**src/rtl/cnn_relu_maxpool.sv**
```systemverilog
// cnn_relu_maxpool: ReLU followed by 2x2 stride-2 max pooling over a raster
// stream of conv output pixels. Every beat carries all CO channels at once.
// The channels share the col/row counters. Each channel keeps its own
// horizontal-pair register and half-width line buffer.
`timescale 1ns/1ps
`default_nettype none

module cnn_relu_maxpool #(
  parameter int CO     = 3,
  parameter int O_F_BW = 23,
  parameter int OW     = 24,
  parameter int OH     = 24
) (
  input  logic                 clk,
  input  logic                 reset,
  input  logic                 i_in_valid,
  input  logic [CO*O_F_BW-1:0] i_in_fmap,
  output logic                 o_ot_valid,
  output logic [CO*O_F_BW-1:0] o_ot_fmap,
  output logic                 o_frame_done
);

  // Counter widths are never zero. The map is assumed to be at least 2x2.
  localparam int COL_W   = (OW > 1) ? $clog2(OW) : 1;
  localparam int ROW_W   = (OH > 1) ? $clog2(OH) : 1;
  localparam int LB_D    = OW / 2;
  localparam int LB_AW   = (LB_D > 1) ? $clog2(LB_D) : 1;
  // Pooling covers only the even-sized part of the map. An odd last
  // column or row is dropped.
  localparam int OW_EVEN = (OW / 2) * 2;
  localparam int OH_EVEN = (OH / 2) * 2;

  logic [COL_W-1:0]       col_q, col_d;
  logic [ROW_W-1:0]       row_q, row_d;
  logic                   ot_valid_q, ot_valid_d;
  logic                   frame_done_q, frame_done_d;
  logic [CO*O_F_BW-1:0]   ot_fmap_q, ot_fmap_d;

  logic                   last_col, last_row;
  logic                   col_odd, row_odd;
  logic                   pool_col, pool_row;
  logic                   h_we, lb_we, lb_re, out_fire, frame_end;
  logic [LB_AW-1:0]       lb_idx;

  // Position decode and the per-beat control strobes.
  always_comb begin
    last_col  = (col_q == COL_W'(OW - 1));
    last_row  = (row_q == ROW_W'(OH - 1));
    col_odd   = col_q[0];
    row_odd   = row_q[0];
    pool_col  = (32'(col_q) < OW_EVEN);
    pool_row  = (32'(row_q) < OH_EVEN);
    // Both columns of a pair map to the same buffer slot.
    lb_idx    = LB_AW'(col_q >> 1);
    h_we      = i_in_valid && !col_odd && pool_col;
    lb_we     = i_in_valid &&  col_odd && !row_odd && pool_col && pool_row;
    // In an odd row, fetch the upper pair on the even-column beat. The
    // registered read is then ready by the time the odd-column beat arrives.
    lb_re     = i_in_valid && !col_odd &&  row_odd && pool_col && pool_row;
    out_fire  = i_in_valid &&  col_odd &&  row_odd && pool_col && pool_row;
    frame_end = i_in_valid && last_col && last_row;
  end

  // Raster counters: advance only on valid beats, and wrap at the end of the frame.
  always_comb begin
    col_d = col_q;
    row_d = row_q;
    if (i_in_valid) begin
      if (last_col) begin
        col_d = '0;
        row_d = last_row ? '0 : row_q + ROW_W'(1);
      end else begin
        col_d = col_q + COL_W'(1);
      end
    end
  end

  // Output strobes are registered, so they pulse one cycle after the triggering beat.
  always_comb begin
    ot_valid_d   = out_fire;
    frame_done_d = frame_end;
  end

  genvar gi;
  generate
    for (gi = 0; gi < CO; gi++) begin : g_ch
      logic [O_F_BW-1:0] x_in;
      logic [O_F_BW-1:0] relu_v;
      logic [O_F_BW-1:0] h_q, h_d;
      logic [O_F_BW-1:0] pair_max;
      logic [O_F_BW-1:0] pool_max;
      logic [O_F_BW-1:0] lb_mem [LB_D];
      logic [O_F_BW-1:0] lb_rd_q;

      // ReLU. After this, every value is non-negative, so unsigned compares are exact.
      always_comb begin
        x_in     = i_in_fmap[gi*O_F_BW +: O_F_BW];
        relu_v   = x_in[O_F_BW-1] ? '0 : x_in;
        pair_max = (h_q > relu_v) ? h_q : relu_v;
        pool_max = (lb_rd_q > pair_max) ? lb_rd_q : pair_max;
      end

      // Left pixel of the current horizontal pair.
      always_comb begin
        h_d = h_q;
        if (h_we) h_d = relu_v;
      end

      // Horizontal pair register. It is cleared on reset.
      always_ff @(posedge clk or posedge reset) begin
        if (reset) h_q <= '0;
        else       h_q <= h_d;
      end

      // Line buffer of pair maxima from the even row. No clear is needed:
      // each slot is written before it is read within the same frame.
      always_ff @(posedge clk) begin
        if (lb_we) lb_mem[lb_idx] <= pair_max;
      end

      // Registered read port of the line buffer.
      always_ff @(posedge clk) begin
        if (lb_re) lb_rd_q <= lb_mem[lb_idx];
      end

      // Load the pooled value on a window completion; otherwise hold the last value.
      assign ot_fmap_d[gi*O_F_BW +: O_F_BW] =
        out_fire ? pool_max : ot_fmap_q[gi*O_F_BW +: O_F_BW];
    end
  endgenerate

  // Control and output registers. A reset drops any partial frame.
  always_ff @(posedge clk or posedge reset) begin
    if (reset) begin
      col_q        <= '0;
      row_q        <= '0;
      ot_valid_q   <= 1'b0;
      frame_done_q <= 1'b0;
      ot_fmap_q    <= '0;
    end else begin
      col_q        <= col_d;
      row_q        <= row_d;
      ot_valid_q   <= ot_valid_d;
      frame_done_q <= frame_done_d;
      ot_fmap_q    <= ot_fmap_d;
    end
  end

  assign o_ot_valid   = ot_valid_q;
  assign o_ot_fmap    = ot_fmap_q;
  assign o_frame_done = frame_done_q;

endmodule

`default_nettype wire

```
**config.mk**
```make
export PLATFORM = sky130hd
export DESIGN_NAME = cnn_relu_maxpool
export DESIGN_NICKNAME = d
export VERILOG_FILES = /design/src/rtl/cnn_relu_maxpool.sv
export SDC_FILE = /design/constraint.sdc
export NUM_CORES = 1
export LEC_CHECK = 0
export CAP_MARGIN = 20
export CORE_ASPECT_RATIO = 1.5
export CORE_MARGIN = 2
export CORE_UTILIZATION = 50
export DETAILED_ROUTE_END_ITERATION = 6
export PLACE_DENSITY = 0.67
export SLEW_MARGIN = 20
export SYNTH_ARGS = -nofsm -noshare
export SYNTH_HDL_FRONTEND = slang
export SYNTH_SLANG_ARGS = --single-unit
```
**constraint.sdc**
```tcl
create_clock -name clk -period 14.8 [get_ports clk]
set_clock_uncertainty 0.1 [all_clocks]
set_input_delay 2.96 -clock clk [delete_from_list [all_inputs] [get_ports clk]]
set_output_delay 2.96 -clock clk [all_outputs]
set_load 0.02 [all_outputs]
```
Power grid:
Scale bar: 50 um. Pins as bars on the die edge.
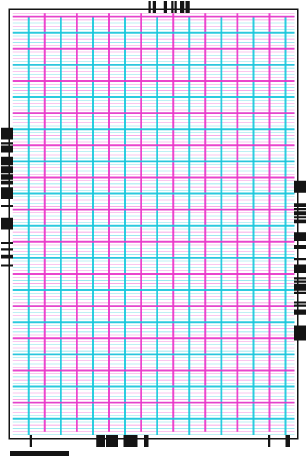
VSS: marked cyan. VDD: marked magenta.
17 straps on met4. 143 signal pins sit on the boundary. The core has 131 rows. 132 met1 rails follow the rows. 26 straps on met5.
VDD IR-drop max: 164 uV
Floorplan Core Area: 84900 um^2
horizontal die dimension: 243 um

==> results.md <==
| Step | Parameter | Value |
| --- | --- | --- |
| clocking | Root Buffer | sky130_fd_sc_hd__clkbuf_16 |
| cells and area | Cell group occupying the most layout area | registers |
| clocking | Clock sink count | 1002 |
| pwr | Power density over the cells | 183 nW/um^2 |
| grt | Antenna violations before repair | 1 |
| final timing | Count of final max-slew check failures | 0 |
| grt | GRT met2 Usage | 39.7% |
| critical path | Worst setup slack for register-to-register paths | 9.21 ns |
| cells and area | Relative area of non-clock buffer cells in the final design | 3.52% |
| grt | GRT overflow | 0 |
| flow run | Max-cap violation count | 0 |
| synth | Flop and latch count out of synthesis | 1002 |
| cells and area | Final Net Count | 2897 |
| detailed routing | Length of routed wiring on met1 | 38400 um |
| cells and area | Area growth syn-to-layout | 13.2% |
| detailed routing | Total detailed-routing wirelength | 97800 um |
| final timing | Headroom to the max-slew limit | 24.5% |
| synth | Part of the Yosys area used for sequential elements | 68.8% |
| critical path | Family of cells with the greatest summed delay on the critical path | simple AND/OR/NAND/NOR gates |
| critical path | Cell with the biggest individual delay on the critical path | sky130_fd_sc_hd__a31oi_4 |
| grt | Vias in the first global route | 24.5k |
| final timing | Highest clock rate | 115 MHz |
| clocking | Worst-Skew Late Latency | 0.67 ns |
| detailed routing | Highest routed layer | met5 |
| synth | Synthesized chip area reported by yosys | 42700 um^2 |
| clocking | Clock buffers created by TritonCTS | 93 |
| placed design | Post-detailed-placement half-perimeter wirelength | 57400 um |
| detailed routing | WL met2 | 50800 um |
| clocking | Longest Clk Path Bufs | 3 |
| min path | Class of the tightest hold or removal check | register to register |
| cells and area | Flip-flops | 1002 |
| critical path | Highest net fanout along the worst path | 23 |
| floorplanning | Count of boundary I/O pins | 143 |
| final timing | Final critical delay including setup and external delays | 8.67 ns |
| final timing | Worst-case hold slack | 0.402 ns |
| critical path | Cell chain of the critical path | clkdlybuf4s50_1 > nand2b_1 > ha_1 > nand4_1 > nor4_1 > o31ai_1 > a31oi_4 > mux2_4 > ha_1 > and4_1 > and4bb_2 > nand2_1 > a21o_1 > o21ai_1 |
| cells and area | Buffers, non-clock | 177 |
| critical path | CP required | 15.20 ns |
| synth | Unique masters post-synth | 61 |
| synth | Top area contributor share | 60.3% |
| grt | Total routing resource utilization after global routing | 22.5% |
| detailed routing | Number of remaining DRC errors | 0 |
| cells and area | Most common library cell in the layout ignoring fill and taps | sky130_fd_sc_hd__edfxtp_1 |
| final timing | Number of failing hold endpoints at the final stage | 0 |
| clocking | Postcts setup bufs | 0 |
| clocking | Number of hold buffers added after CTS | 0 |
| grt | Largest net degree at the start of global routing | 138 |
| cells and area | Area of combinational cells with multiple inputs | 12400 um^2 |
| detailed routing | Routed len/inst | 25.1 um |
| clocking | Quantity of gates resized following cts | 0 |
| placed design | Buffers added on ports | 139 |
| detailed routing | Count of vias placed by the detailed router | 23.2k |
| synth | Post-synth tally of flip-flops with integrated enable | 858 |
| grt | GR Util met1 | 28.1% |
| cells and area | Fraction of area in clock buffers and inverters | 6.28% |
| final timing | Worst-Margin Slew | 1.13 ns |
| detailed routing | Antenna Violating Nets Remaining | 0 |
| critical path | Count of buffering cells on the critical path with inverters included | 1 |
| critical path | Crit path arrival time | 9.07 ns |
| critical path | Delay of the slowest cell on the worst path | 0.94 ns |
| floorplanning | Total die size | 87800 um^2 |
| cells and area | Area used by sequential logic in the layout | 29400 um^2 |
| outcome | Run status | finished clean |
| clocking | H-tree Lvls | 3 |
| detailed routing | Via count normalized by instance count | 5.95 |
| placed design | Routability Congestion | 0.853 |
| grt | Met3 Track Usage GR | 3.76% |
| synth | Cell area leaders | sky130_fd_sc_hd__edfxtp_1, sky130_fd_sc_hd__mux4_2, sky130_fd_sc_hd__dfrtp_1 |
Placement by cell class:
Scale bar: 50 um.
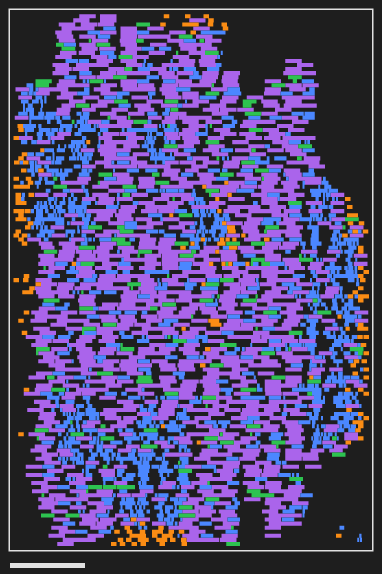
sequential cells: marked purple, cells 1002. combinational and other logic: marked blue, cells 1417. remaining buffers and delay cells: marked orange, cells 177. clock drivers and dummy loads: marked green, cells 173.
register fraction of the total cell area: 60.8%
FP Rows: 131
final cell utilization of the core: 57.0%
final std cell area, no fill: 48400 um^2

[stage by stage]
stage          power, mW  area, um^2  instances  setup WS, ns
2_1_floorplan       5.73       42700       2559          5.81
6_report            8.83       48400       3899          6.13
5_1_grt             9.26       48400       3899          5.77
4_1_cts             8.92       48400       3899          6.21
3_3_place_gp        6.46       45300       3726          5.60
3_5_place_dp        6.54       45300       3726          5.47
[synth_stat cells, types with 6 or more instances]
master,number
sky130_fd_sc_hd__mux2_4,29
sky130_fd_sc_hd__o21a_2,12
sky130_fd_sc_hd__buf_2,32
sky130_fd_sc_hd__inv_2,18
sky130_fd_sc_hd__nand3_1,20
sky130_fd_sc_hd__nor3_1,7
sky130_fd_sc_hd__mux4_2,198
sky130_fd_sc_hd__a21oi_1,51
sky130_fd_sc_hd__nand4_1,26
sky130_fd_sc_hd__o21ai_0,167
sky130_fd_sc_hd__mux2_2,18
sky130_fd_sc_hd__mux2i_1,69
sky130_fd_sc_hd__a21o_1,9
sky130_fd_sc_hd__and2_1,44
sky130_fd_sc_hd__nand2_1,206
sky130_fd_sc_hd__ha_1,134
sky130_fd_sc_hd__nor2_1,26
sky130_fd_sc_hd__clkbuf_1,87
sky130_fd_sc_hd__edfxtp_1,858
sky130_fd_sc_hd__dfrtp_1,144
sky130_fd_sc_hd__a31o_1,22
sky130_fd_sc_hd__o311ai_1,20
sky130_fd_sc_hd__nand2b_1,70
sky130_fd_sc_hd__nand3b_1,7
sky130_fd_sc_hd__o21ai_1,48
sky130_fd_sc_hd__buf_1,12
sky130_fd_sc_hd__a41oi_1,42
sky130_fd_sc_hd__inv_1,101
sky130_fd_sc_hd__nor4_1,6
[worst register-to-register path, delay by kind of cell, from the launching register on]
kind / cells / cell delay (ns)
adders and majority gates: 2 / 0.64
muxes: 1 / 0.38
and+or+nand+nor: 5 / 1.80
DFF: 1 / 0.41
AOI/OAI and AO/OA: 4 / 2.12
[state kept, by name (all words and copies together), names as in the netlist]
register      count
col_q             5
row_q             5
o_ot_fmap        66
g_ch.lb_mem     792
g_ch.lb_rd_q     66
g_ch.h_q         66
o_frame_done      1
o_ot_valid        1
[cell families after synthesis]
| family | Yosys count | synth area share [%] |
|---|---|---|
| AND/OR/NAND/NOR | 430 | 4.98 |
| flip-flops | 1002 | 68.8 |
| AND-OR/OR-AND | 413 | 6.18 |
| XOR/XNOR | 3 | 0.0615 |
| buffers and inverters | 259 | 2.48 |
| multiplexers | 315 | 13.6 |
| adder cells (fa/ha/maj) | 134 | 3.93 |
| other | 1 | 0.00878 |
[worst paths after layout]
path                            cells after the start              to            start
worst max register to register                     12   o_ot_fmap[49]  g_ch[2].h_q[18]
worst max-delay path                               14   o_ot_fmap[49]    i_in_fmap[68]
worst min register to register                      2  g_ch[0].h_q[0]   g_ch[0].h_q[0]
max in group asynchronous                           3        col_q[3]            reset
min in group asynchronous                           2    o_ot_fmap[3]            reset
worst min-delay path                                2  g_ch[0].h_q[0]   g_ch[0].h_q[0]
[power by group]
| part | total, mW | internal [mW] | switching (mW) |
|---|---|---|---|
| registers | 3.89 | 3.61 | 0.279 |
| logic | 2.56 | 1.14 | 1.42 |
| clock network | 2.38 | 1.34 | 1.04 |
| total | 8.83 | 6.09 | 2.74 |
Power and IR drop assume default switching activity.
